Fig. 1: routed metal per tile
(4 px per um) 21 x 21 tiles, from dark purple (low) to yellow (high), scaled to the fullest tile. Values are wire area over tile area, all layers added.
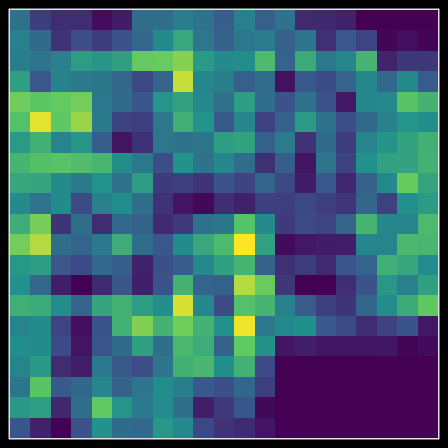
Fig. 2: placement view
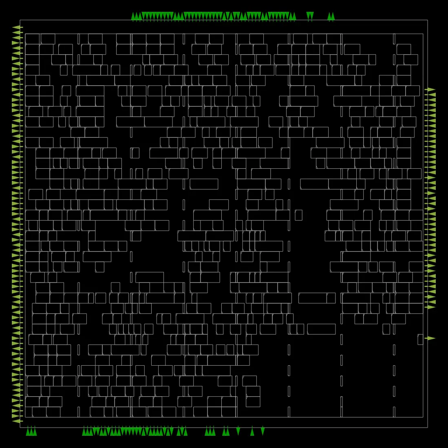
Fig. 3: layout detail
Region (28, 50) to (78, 100) um. Cells in gray, sequential cells in the stronger gray; small squares are vias.
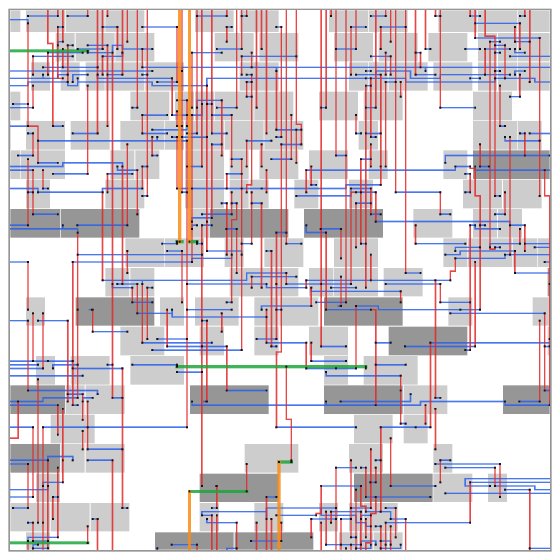
Fig. 4: power grid
(4 px per um) Pins as bars on the die edge.
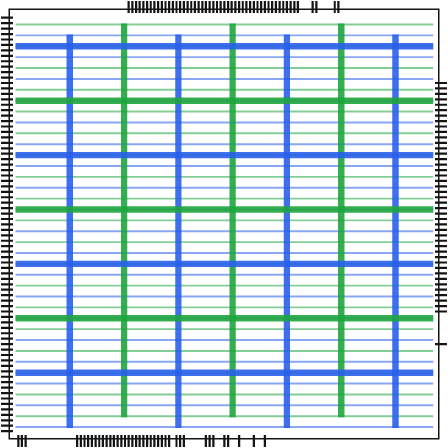
<file path="config.mk">
export PLATFORM = sky130hd
export DESIGN_NAME = sirv_debug_entry_ctrl
export DESIGN_NICKNAME = d
export VERILOG_FILES = /design/src/rtl/sirv_debug_entry_ctrl.sv
export SDC_FILE = /design/constraint.sdc
export NUM_CORES = 1
export LEC_CHECK = 0
export CAP_MARGIN = 10
export CORE_UTILIZATION = 30
export CTS_CLUSTER_DIAMETER = 150
export DETAILED_ROUTE_END_ITERATION = 7
export PLACE_DENSITY = 0.68
export SKIP_LAST_GASP = 1
export SYNTH_ARGS = -nofsm -noshare
export SYNTH_HDL_FRONTEND = slang
export SYNTH_SLANG_ARGS = --single-unit
</file>
<file path="constraint.sdc">
create_clock -name clk -period 4 [get_ports clk]
set_clock_uncertainty 0.05 [all_clocks]
set_input_delay 0.8 -clock clk [delete_from_list [all_inputs] [get_ports clk]]
set_output_delay 0.8 -clock clk [all_outputs]
set_load 0.01 [all_outputs]
</file>
<file path="src/rtl/sirv_debug_entry_ctrl.sv">
// ---------------------------------------------------------------------------
// sirv_debug_entry_ctrl
//
// Sequences the core into and out of debug mode.
//
// Entry sources (checked in RUN, highest priority first):
//   1. ebreak retiring with dcsr.ebreakm set        -> cause 1, dpc = cmt_pc
//   2. any retire while a single step is armed      -> cause 4, dpc = cmt_npc
//   3. halt request (external or dcsr.halt)         -> drain, then cause 3
//
// On entry the controller writes dpc/dcause through the commit-side CSR
// ports, redirects fetch to the debug ROM and parks in HALTED.  A retiring
// dret in HALTED clears dcause, redirects fetch to dpc and returns to RUN.
//
// Ports:
//   clk, rst        clock, synchronous active-high reset
//   dbg_*_r         debug CSR state and external halt request
//   dpc_r           current dpc (return address on exit)
//   cmt_*           commit stage retire information (qualified by cmt_valid)
//   pipe_idle       no instruction in flight
//   next_pc         PC of the next unissued instruction
//   flush_ack       IFU accepted the redirect
//   cmt_dpc*        dpc write port
//   cmt_dcause*     dcause write port
//   issue_stall     blocks instruction issue
//   flush_req/pc    fetch redirect request and target
//   core_halted     core is parked in the debug ROM
//   drain_timeout   sticky: a drain ran out of time before pipe_idle
//
// Handshake: flush_req/flush_pc form a valid/ready pair with flush_ack.
// Once flush_req is raised it and flush_pc stay stable until the cycle in
// which flush_ack is seen high; that cycle completes the transfer and
// flush_req drops on the following cycle.  flush_ack while flush_req is low
// has no effect.
// ---------------------------------------------------------------------------
module sirv_debug_entry_ctrl #(
  parameter int                   PC_SIZE      = 32,
  parameter logic [PC_SIZE-1:0]   DBG_ROM_ADDR = PC_SIZE'(32'h0000_0800),
  parameter int                   DRAIN_TO     = 64,
  parameter int                   CNT_W        = 7
) (
  input  logic               clk,
  input  logic               rst,
  input  logic               dbg_irq_r,
  input  logic               dbg_halt_r,
  input  logic               dbg_step_r,
  input  logic               dbg_ebreakm_r,
  input  logic [PC_SIZE-1:0] dpc_r,
  input  logic               cmt_valid,
  input  logic [PC_SIZE-1:0] cmt_pc,
  input  logic [PC_SIZE-1:0] cmt_npc,
  input  logic               cmt_ebreak,
  input  logic               cmt_dret,
  input  logic               pipe_idle,
  input  logic [PC_SIZE-1:0] next_pc,
  input  logic               flush_ack,
  output logic [PC_SIZE-1:0] cmt_dpc,
  output logic               cmt_dpc_ena,
  output logic [2:0]         cmt_dcause,
  output logic               cmt_dcause_ena,
  output logic               issue_stall,
  output logic               flush_req,
  output logic [PC_SIZE-1:0] flush_pc,
  output logic               core_halted,
  output logic               drain_timeout
);

  // dcause encodings
  localparam logic [2:0] CAUSE_NONE    = 3'd0;
  localparam logic [2:0] CAUSE_EBREAK  = 3'd1;
  localparam logic [2:0] CAUSE_HALTREQ = 3'd3;
  localparam logic [2:0] CAUSE_STEP    = 3'd4;

  // Last drain cycle: the drain lasts at most DRAIN_TO cycles.
  localparam logic [CNT_W-1:0] DRAIN_LAST = CNT_W'(DRAIN_TO - 1);

  // dpc is always written half-word aligned.
  localparam logic [PC_SIZE-1:0] PC_ALIGN_MASK = ~PC_SIZE'(1);

  typedef enum logic [2:0] {
    ST_RUN       = 3'd0,
    ST_DRAIN     = 3'd1,
    ST_ENTER     = 3'd2,
    ST_FLUSH_IN  = 3'd3,
    ST_HALTED    = 3'd4,
    ST_EXIT      = 3'd5,
    ST_FLUSH_OUT = 3'd6
  } state_e;

  state_e             state_q, state_d;
  logic [2:0]         cause_q, cause_d;
  logic [PC_SIZE-1:0] dpc_q, dpc_d;
  logic               step_armed, step_armed_d;
  // Set once the first RUN cycle after exit has passed; that cycle is the
  // single issue slot granted to a stepped instruction.
  logic               step_issued, step_issued_d;
  logic [CNT_W-1:0]   drain_cnt, drain_cnt_d;
  logic               drain_timeout_q, drain_timeout_d;

  logic               ebreak_hit;
  logic               halt_req;

  assign ebreak_hit = cmt_valid & cmt_ebreak & dbg_ebreakm_r;
  assign halt_req   = dbg_irq_r | dbg_halt_r;

  // -------------------------------------------------------------------------
  // State and capture registers
  // -------------------------------------------------------------------------
  always_ff @(posedge clk) begin
    if (rst) begin
      state_q         <= ST_RUN;
      cause_q         <= CAUSE_NONE;
      dpc_q           <= '0;
      step_armed      <= 1'b0;
      step_issued     <= 1'b0;
      drain_cnt       <= '0;
      drain_timeout_q <= 1'b0;
    end else begin
      state_q         <= state_d;
      cause_q         <= cause_d;
      dpc_q           <= dpc_d;
      step_armed      <= step_armed_d;
      step_issued     <= step_issued_d;
      drain_cnt       <= drain_cnt_d;
      drain_timeout_q <= drain_timeout_d;
    end
  end

  // -------------------------------------------------------------------------
  // Next-state and output decode.  Outputs depend on registered state only,
  // except flush_pc in FLUSH_OUT which forwards dpc_r.
  // -------------------------------------------------------------------------
  always_comb begin
    state_d         = state_q;
    cause_d         = cause_q;
    dpc_d           = dpc_q;
    step_armed_d    = step_armed;
    step_issued_d   = step_issued;
    drain_cnt_d     = drain_cnt;
    drain_timeout_d = drain_timeout_q;

    cmt_dpc         = '0;
    cmt_dpc_ena     = 1'b0;
    cmt_dcause      = CAUSE_NONE;
    cmt_dcause_ena  = 1'b0;
    issue_stall     = 1'b0;
    flush_req       = 1'b0;
    flush_pc        = '0;
    core_halted     = 1'b0;

    case (state_q)
      ST_RUN: begin
        // With a step armed, only the first RUN cycle may issue.
        issue_stall   = step_armed & step_issued;
        step_issued_d = 1'b1;
        if (ebreak_hit) begin
          state_d = ST_ENTER;
          cause_d = CAUSE_EBREAK;
          dpc_d   = cmt_pc;
        end else if (cmt_valid & step_armed & ~cmt_dret) begin
          state_d      = ST_ENTER;
          cause_d      = CAUSE_STEP;
          dpc_d        = cmt_npc;
          step_armed_d = 1'b0;
        end else if (halt_req) begin
          state_d     = ST_DRAIN;
          drain_cnt_d = '0;
        end
      end

      ST_DRAIN: begin
        issue_stall = 1'b1;
        drain_cnt_d = drain_cnt + 1'b1;
        // The request may drop while draining; entry still completes.
        if (ebreak_hit) begin
          state_d = ST_ENTER;
          cause_d = CAUSE_EBREAK;
          dpc_d   = cmt_pc;
        end else if (pipe_idle) begin
          state_d = ST_ENTER;
          cause_d = CAUSE_HALTREQ;
          dpc_d   = next_pc;
        end else if (drain_cnt == DRAIN_LAST) begin
          state_d         = ST_ENTER;
          cause_d         = CAUSE_HALTREQ;
          dpc_d           = next_pc;
          drain_timeout_d = 1'b1;
        end
      end

      ST_ENTER: begin
        cmt_dpc        = dpc_q & PC_ALIGN_MASK;
        cmt_dpc_ena    = 1'b1;
        cmt_dcause     = cause_q;
        cmt_dcause_ena = 1'b1;
        issue_stall    = 1'b1;
        state_d        = ST_FLUSH_IN;
      end

      ST_FLUSH_IN: begin
        flush_req   = 1'b1;
        flush_pc    = DBG_ROM_ADDR;
        issue_stall = 1'b1;
        if (flush_ack) begin
          state_d = ST_HALTED;
        end
      end

      ST_HALTED: begin
        // ROM code runs freely; only dret leaves this state.
        core_halted = 1'b1;
        if (cmt_valid & cmt_dret) begin
          state_d = ST_EXIT;
        end
      end

      ST_EXIT: begin
        cmt_dcause     = CAUSE_NONE;
        cmt_dcause_ena = 1'b1;
        issue_stall    = 1'b1;
        state_d        = ST_FLUSH_OUT;
      end

      ST_FLUSH_OUT: begin
        flush_req   = 1'b1;
        flush_pc    = dpc_r;
        issue_stall = 1'b1;
        if (flush_ack) begin
          state_d       = ST_RUN;
          step_armed_d  = dbg_step_r;
          step_issued_d = 1'b0;
        end
      end

      default: begin
        state_d = ST_RUN;
      end
    endcase
  end

  assign drain_timeout = drain_timeout_q;

endmodule

</file>
==> run notes <==
Results of the implementation run.

The number of H-tree levels came out at 2. Counting tap cells, the placed design contains a total of a little over 700 instances. The run finished with clean final reports. The combined buffer and inverter count along the critical path came out at 2. Yosys shows that the main logic family after synthesis is simple AND/OR/NAND/NOR gates. The startpoint kind of the worst setup timing path is a flip-flop. The floorplan utilization is 31.47%. The area fraction of the dominant cell type after synthesis is 28.45%. Registers take 940.9 um^2.

The cell type that accounts for the most area after synthesis is sky130_fd_sc_hd__dfxtp_1. The final total power is between 1.5 and 2 mW. The tree is rooted in a sky130_fd_sc_hd__clkbuf_8. The hold violation total from the final report came out at 0. From left edge to right edge, the die measures 107.0 um. The adder and majority gate portion of the synthesized area is less than 1%. For this run, the detailed router's first-pass iteration total came to 4.

In the final report, the number of endpoints failing setup comes to 0. The met1 demand-to-capacity share in global routing is 20.66%. The global route total overflow is 0.

The count of library flops with an enable pin came out at 0. The number of maximum-capacitance violations recorded for the run is 0. The final worst hold slack is about 440 ps. The number of synthesized register bits came out at approximately 47. The number of logic stages on the critical path including buffering came out at 4. The final non-filler cell area came out at 0.005527 mm^2. In this run the worst hold path is classified as reg -> reg. The register with the most flip-flops is dpc_q.

The tool warning count for the run is 29. The number of buffers inserted by hold repair at cts is 0. STA lists the startpoint of the worst register-to-register path as state_q[1]. The post-layout minimum cycle time came out at about 3500 ps. The logic gate fraction of the total cell area is 39.37%.

Setup repair after global routing left no endpoint under its margin. Per STA, the highest per-stage delay on the worst path measures 650 ps. The quantity of gates resized following cts came out at 0. Of the cells placed in the final design, the portion with a size suffix greater than 1 is 9.661%.

The share of total power in sequential cells came out at 36.8%. The wire length reported by the detailed router is 10,910 um. The final-layout clock-cell area share came out at 1.494%. The net count after synthesis is 543. The family with the most delay on the worst path is buffers and inverters. Leaving out the clock tree, the finished layout contains a buffer count of 218.

The endpoint required time on the critical path is around 3200 ps. The DRC violations left is 0. The static power due to leakage came out at 2.297 nW. By area, the class that comes first in the final layout consists of logic gates. The switching share of total power is roughly a third.

The first global-routing pass estimated 17,560 um of wire. Each instance of the synthesized netlist takes up on average around 8.2 um^2. In this run, power in flip-flops and latches comes to 0.608 mW.
## Picture notes: Fig. 1
tiles over half the peak: 25%
fullest tile: 0.44
mean over tiles: 0.15
nearly empty tiles: 9.8%
emptiest ninth of the die: lower right

## Picture notes: Fig. 2
Std-Cell Rows: 37
fill cell total of the finished layout: 985
core area: 0.01051 mm^2

## Picture notes: Fig. 3
| color | layer |
|---|---|
| blue | M1 |
| orange | M4 |
| red | M2 |
| green | M3 |
most frequent: clkdlybuf4s50_1 (42), dfxtp_1 (17)
sequential cells in the window: 17
netlist names of flops here include: `dpc_q` (13), `drain_cnt` (4)
cells with their middle in the window: 148

## Picture notes: Fig. 4
| color | net |
|---|---|
| green | VDD |
| blue | VSS |
signal pins: 212
met1 rails: 38

Power figures rest on the tool's default switching activity, not on a simulated workload.
